===== config.mk =====
export PLATFORM = sky130hd
export DESIGN_NAME = wb_stage_pipe
export DESIGN_NICKNAME = d
export VERILOG_FILES = /design/src/rtl/wb_stage_pipe.sv
export SDC_FILE = /design/constraint.sdc
export NUM_CORES = 1
export LEC_CHECK = 0
export CAP_MARGIN = 20
export CORE_ASPECT_RATIO = 1.1
export CORE_MARGIN = 1.5
export CORE_UTILIZATION = 43
export DETAILED_ROUTE_END_ITERATION = 10
export GPL_TIMING_DRIVEN = 0
export PLACE_DENSITY = 0.88
export SYNTH_ARGS = -nofsm -noshare
export SYNTH_HDL_FRONTEND = slang
export SYNTH_SLANG_ARGS = --single-unit
export TNS_END_PERCENT = 5

===== constraint.sdc =====
create_clock -name clk -period 4.7 [get_ports clk]
set_input_delay 0.705 -clock clk [delete_from_list [all_inputs] [get_ports clk]]
set_output_delay 0.705 -clock clk [all_outputs]
set_load 0.02 [all_outputs]

===== src/rtl/wb_stage_pipe.sv =====
// Write-back stage: selects the register-file write source, waits for
// multi-cycle load / mul-div completion and extends load data.
module wb_stage_pipe #(
    parameter int XLEN    = 32,
    parameter int RA_W    = 5,
    parameter int TIMEOUT = 255
) (
    input  logic            clk,
    input  logic            rst,
    input  logic            in_valid,
    output logic            in_ready,
    input  logic [RA_W-1:0] rd_addr,
    input  logic [XLEN-1:0] alu_out,
    input  logic [XLEN-1:0] pc4,
    input  logic [XLEN-1:0] immediate,
    input  logic [XLEN-1:0] pc_plus_imm,
    input  logic            ld,
    input  logic [2:0]      ld_funct3,
    input  logic [1:0]      ld_addr_lo,
    input  logic            jal,
    input  logic            jalr,
    input  logic            lui,
    input  logic            auipc,
    input  logic            md,
    input  logic            mem_rvalid,
    input  logic [XLEN-1:0] mem_rdata,
    input  logic            md_valid,
    input  logic [XLEN-1:0] md_result,
    output logic            rf_we,
    output logic [RA_W-1:0] rf_waddr,
    output logic [XLEN-1:0] rf_wdata,
    output logic            busy,
    output logic            timeout_err
);

    localparam int CW = (TIMEOUT < 2) ? 1 : $clog2(TIMEOUT + 1);
    localparam logic [CW-1:0] CNT_LAST = CW'(TIMEOUT - 1);

    typedef enum logic [1:0] {
        IDLE     = 2'd0,
        WAIT_MEM = 2'd1,
        WAIT_MD  = 2'd2
    } state_t;

    state_t          state_q, state_d;
    logic [CW-1:0]   cnt_q, cnt_d;
    logic [RA_W-1:0] rd_q, rd_d;
    logic [2:0]      f3_q, f3_d;
    logic [1:0]      alo_q, alo_d;
    logic            we_q, we_d;
    logic [RA_W-1:0] waddr_q, waddr_d;
    logic [XLEN-1:0] wdata_q, wdata_d;
    logic            terr_q, terr_d;

    logic            accept;
    logic            hi_pri;
    logic            is_ld;
    logic            is_md;
    logic            tmo;
    logic [XLEN-1:0] imm_sel;
    logic [XLEN-1:0] ld_ext;
    logic [31:0]     word;
    logic [15:0]     half;
    logic [7:0]      byte_v;

    assign in_ready = (state_q == IDLE);
    assign busy     = (state_q == WAIT_MEM) || (state_q == WAIT_MD);
    assign accept   = in_valid && in_ready;
    // Any higher-priority flag masks ld/md entirely
    assign hi_pri   = lui || jal || jalr || auipc;
    assign is_ld    = !hi_pri && ld;
    assign is_md    = !hi_pri && !ld && md;
    assign tmo      = (cnt_q == CNT_LAST);

    assign rf_we       = we_q;
    assign rf_waddr    = waddr_q;
    assign rf_wdata    = wdata_q;
    assign timeout_err = terr_q;

    always_comb begin
        imm_sel = alu_out;
        if (lui)
            imm_sel = immediate;
        else if (jal || jalr)
            imm_sel = pc4;
        else if (auipc)
            imm_sel = pc_plus_imm;
    end

    always_comb begin
        word = mem_rdata[31:0];
        half = alo_q[1] ? word[31:16] : word[15:0];
        unique case (alo_q)
            2'd0:    byte_v = word[7:0];
            2'd1:    byte_v = word[15:8];
            2'd2:    byte_v = word[23:16];
            default: byte_v = word[31:24];
        endcase
        case (f3_q)
            3'b000:  ld_ext = XLEN'($signed(byte_v));
            3'b100:  ld_ext = XLEN'(byte_v);
            3'b001:  ld_ext = XLEN'($signed(half));
            3'b101:  ld_ext = XLEN'(half);
            default: ld_ext = XLEN'($signed(word));
        endcase
    end

    always_ff @(posedge clk) begin
        if (rst) begin
            state_q <= IDLE;
            cnt_q   <= '0;
            rd_q    <= '0;
            f3_q    <= '0;
            alo_q   <= '0;
            we_q    <= 1'b0;
            waddr_q <= '0;
            wdata_q <= '0;
            terr_q  <= 1'b0;
        end else begin
            state_q <= state_d;
            cnt_q   <= cnt_d;
            rd_q    <= rd_d;
            f3_q    <= f3_d;
            alo_q   <= alo_d;
            we_q    <= we_d;
            waddr_q <= waddr_d;
            wdata_q <= wdata_d;
            terr_q  <= terr_d;
        end
    end

    always_comb begin
        state_d = state_q;
        cnt_d   = cnt_q;
        rd_d    = rd_q;
        f3_d    = f3_q;
        alo_d   = alo_q;
        case (state_q)
            IDLE: begin
                if (accept) begin
                    rd_d  = rd_addr;
                    f3_d  = ld_funct3;
                    alo_d = ld_addr_lo;
                    cnt_d = '0;
                    if (is_ld)
                        state_d = WAIT_MEM;
                    else if (is_md)
                        state_d = WAIT_MD;
                end
            end
            WAIT_MEM: begin
                if (mem_rvalid || tmo)
                    state_d = IDLE;
                else
                    cnt_d = cnt_q + 1'b1;
            end
            WAIT_MD: begin
                if (md_valid || tmo)
                    state_d = IDLE;
                else
                    cnt_d = cnt_q + 1'b1;
            end
            default: state_d = IDLE;
        endcase
    end

    // Writes to x0 still update the data/address, only the strobe is masked
    always_comb begin
        we_d    = 1'b0;
        waddr_d = waddr_q;
        wdata_d = wdata_q;
        terr_d  = 1'b0;
        case (state_q)
            IDLE: begin
                if (accept && !is_ld && !is_md) begin
                    waddr_d = rd_addr;
                    wdata_d = imm_sel;
                    we_d    = (rd_addr != '0);
                end
            end
            WAIT_MEM: begin
                if (mem_rvalid) begin
                    waddr_d = rd_q;
                    wdata_d = ld_ext;
                    we_d    = (rd_q != '0);
                end else if (tmo) begin
                    terr_d = 1'b1;
                end
            end
            WAIT_MD: begin
                if (md_valid) begin
                    waddr_d = rd_q;
                    wdata_d = md_result;
                    we_d    = (rd_q != '0);
                end else if (tmo) begin
                    terr_d = 1'b1;
                end
            end
            default: ;
        endcase
    end

endmodule


Figure 1. The metal 1 layer.
Scale bar: 20 um.
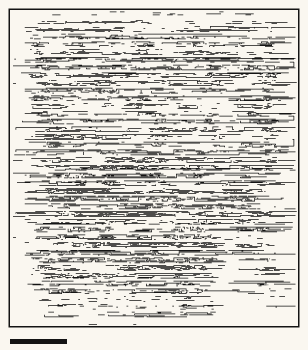
wire length on this layer: 7900 um
share of all routed wire: 38%
main direction: horizontal
longest straight run: 55.7 um
met1 Usage GRT: 43.2%
vias after detailed routing: 6131
Routed WL: 21000 um

Figure 2. M2 wires.
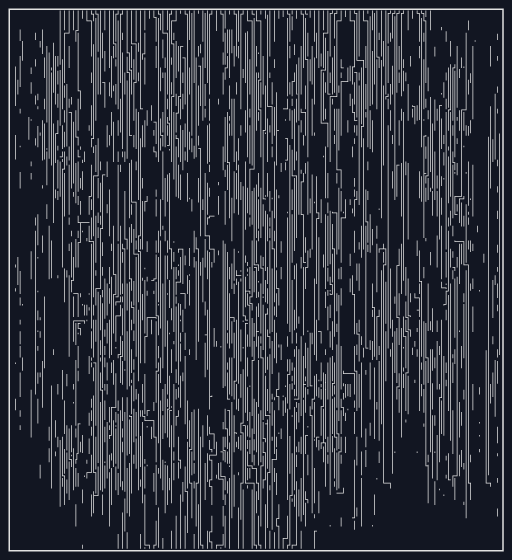
nets with wire on the layer: 952
share of all routed wire: 47%
wire length on this layer: 9840 um
longest straight run: 69.7 um
met2 usage in global routing: 60.2%

Figure 3. The metal 3 layer.
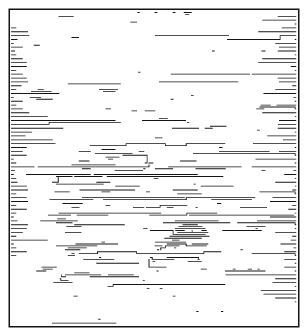
wire length on this layer: 2320 um
nets with wire on the layer: 244
main direction: horizontal
met3 usage: 10.7%

==> results.yml <==
# physical design summary
critical_path:
  criticalPathCategory: "reg2reg"
  crit_arrival_ns: 2.99
placed_design:
  place_ws_ns: 1.68
  postPlaceCellArea_mm2: 0.00728
flow_run:
  warning_count: 30
power_and_ir_drop:
  combPwrFrac_pct: 30.5
  power_clock_uw: 693
  p_switching_uw: 500
  power.share.sequential_pct: 30.9
  irDropWorstVdd_mv: 0.236
logic_synthesis:
  ff_type: "dfxtp_1"
  synth_cell_types: 50
  ys_warn_count: 0
  yosysTopAreaCell: "dfxtp_1"
  top_cell_area_share_pct: 25.7
  synth-edff-count: 0
  yosys.area_share.simple_pct: 23.4
layout:
  inverters_excl_clock: 10
  fin_area_mm2: 0.00760
  fillers: 806
  area_growth_pct: 65.5
  comb_share_pct: 40.9
  nets: 1063
  mostFrequentLayoutCells: "clkdlybuf4s50_1, dfxtp_1, clkbuf_1, nand2_1, a21oi_1"
global_routing:
  overflow: 0
  grt_pass1_wl_um: 31600
cts:
  post_cts_buffers: 0
  clk_path_buf_depth: 2
  numClockSinks: 59
  post_cts_resized: 0
drt:
  viasPerCell: 6.19
  ant_nets: 0
floorplan:
  io_pins: 254
  rows: 39
  die_area_mm2: 0.0113
  die_x_um: 102
sta:
  fin_ws_ns: 1.98
  maxSlewViolCount: 0
status:
  status: "completed"
hold_path:
  min_path_type: "reg2reg"
Figure 4. M4 wires.
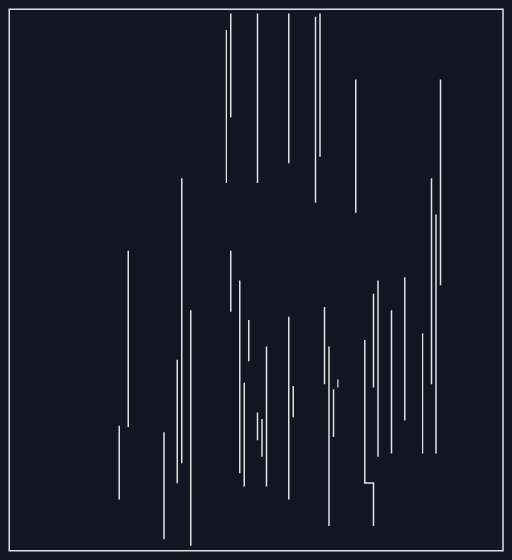
main direction: vertical
share of all routed wire: 4.6%
nets with wire on the layer: 34
longest straight run: 58.5 um

Figure 5. Routing congestion.
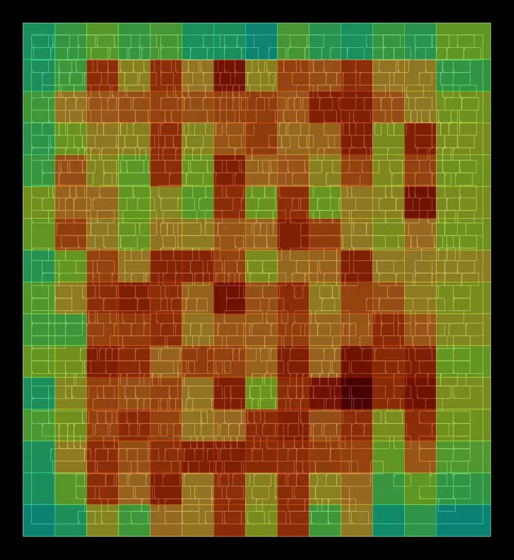
WL per Instance: 21.2 um
GRT Total Usage: 36.6%
Core Util, Final: 73.1%
GR peak layer: met2

metal layers:
layer  part of all wire [%]  global-route usage [%]  wire, um  up-vias
met5                      0                       0         0        -
met4                    4.6                    17.2       957        0
li1                       -                       -         -     2804
met2                     47                    60.2      9840      420
met1                     38                    43.2      7900     2834
met3                     11                    10.7      2320       73
Yosys cell counts (7+ instances only):
cell        n
a211oi_1   32
a21oi_1    44
a22oi_1    18
a311o_1     7
a32o_1     38
buf_2      10
clkbuf_1   44
dfxtp_1    59
inv_1       9
mux2i_1    11
nand2_1    44
nand2b_1   11
nand3_1    14
nor2_1     35
nor2b_1    32
nor3_1      8
nor3b_1     9
nor4_1     10
o2111ai_1   7
o211ai_1   35
o21ai_0     8
o31ai_1    31
or4bb_1     7
state kept, by name (all words and copies together) (netlist names):
| register | cells |
|---|---|
| rf_wdata | 32 |
| cnt_q | 8 |
| rd_q | 5 |
| rf_waddr | 5 |
| f3_q | 3 |
| alo_q | 2 |
| state_q | 2 |
| rf_we | 1 |
| timeout_err | 1 |
worst paths after layout:
check | from | end | slack (ns) | depth (start not counted)
worst max-delay path | state_q[0]$_SDFFE_PP0P_ | rf_wdata[28]$_SDFFE_PP0P_ | 1.98 | 8
worst min-delay path | rf_wdata[27]$_SDFFE_PP0P_ | rf_wdata[27]$_SDFFE_PP0P_ | 0.46 | 1
worst max register to register | state_q[0]$_SDFFE_PP0P_ | rf_wdata[28]$_SDFFE_PP0P_ | 1.98 | 8
worst min register to register | rf_wdata[27]$_SDFFE_PP0P_ | rf_wdata[27]$_SDFFE_PP0P_ | 0.46 | 1
worst max-delay path, stage by stage (launching register included):
cell and delay (ns):
dfxtp_1 0.38, inv_1 0.08, ha_1 0.20, clkbuf_1 0.25, nand2b_1 0.20, nand2_1 0.19, nor4_2 0.78, buf_2 0.37
a32o_1 0.19
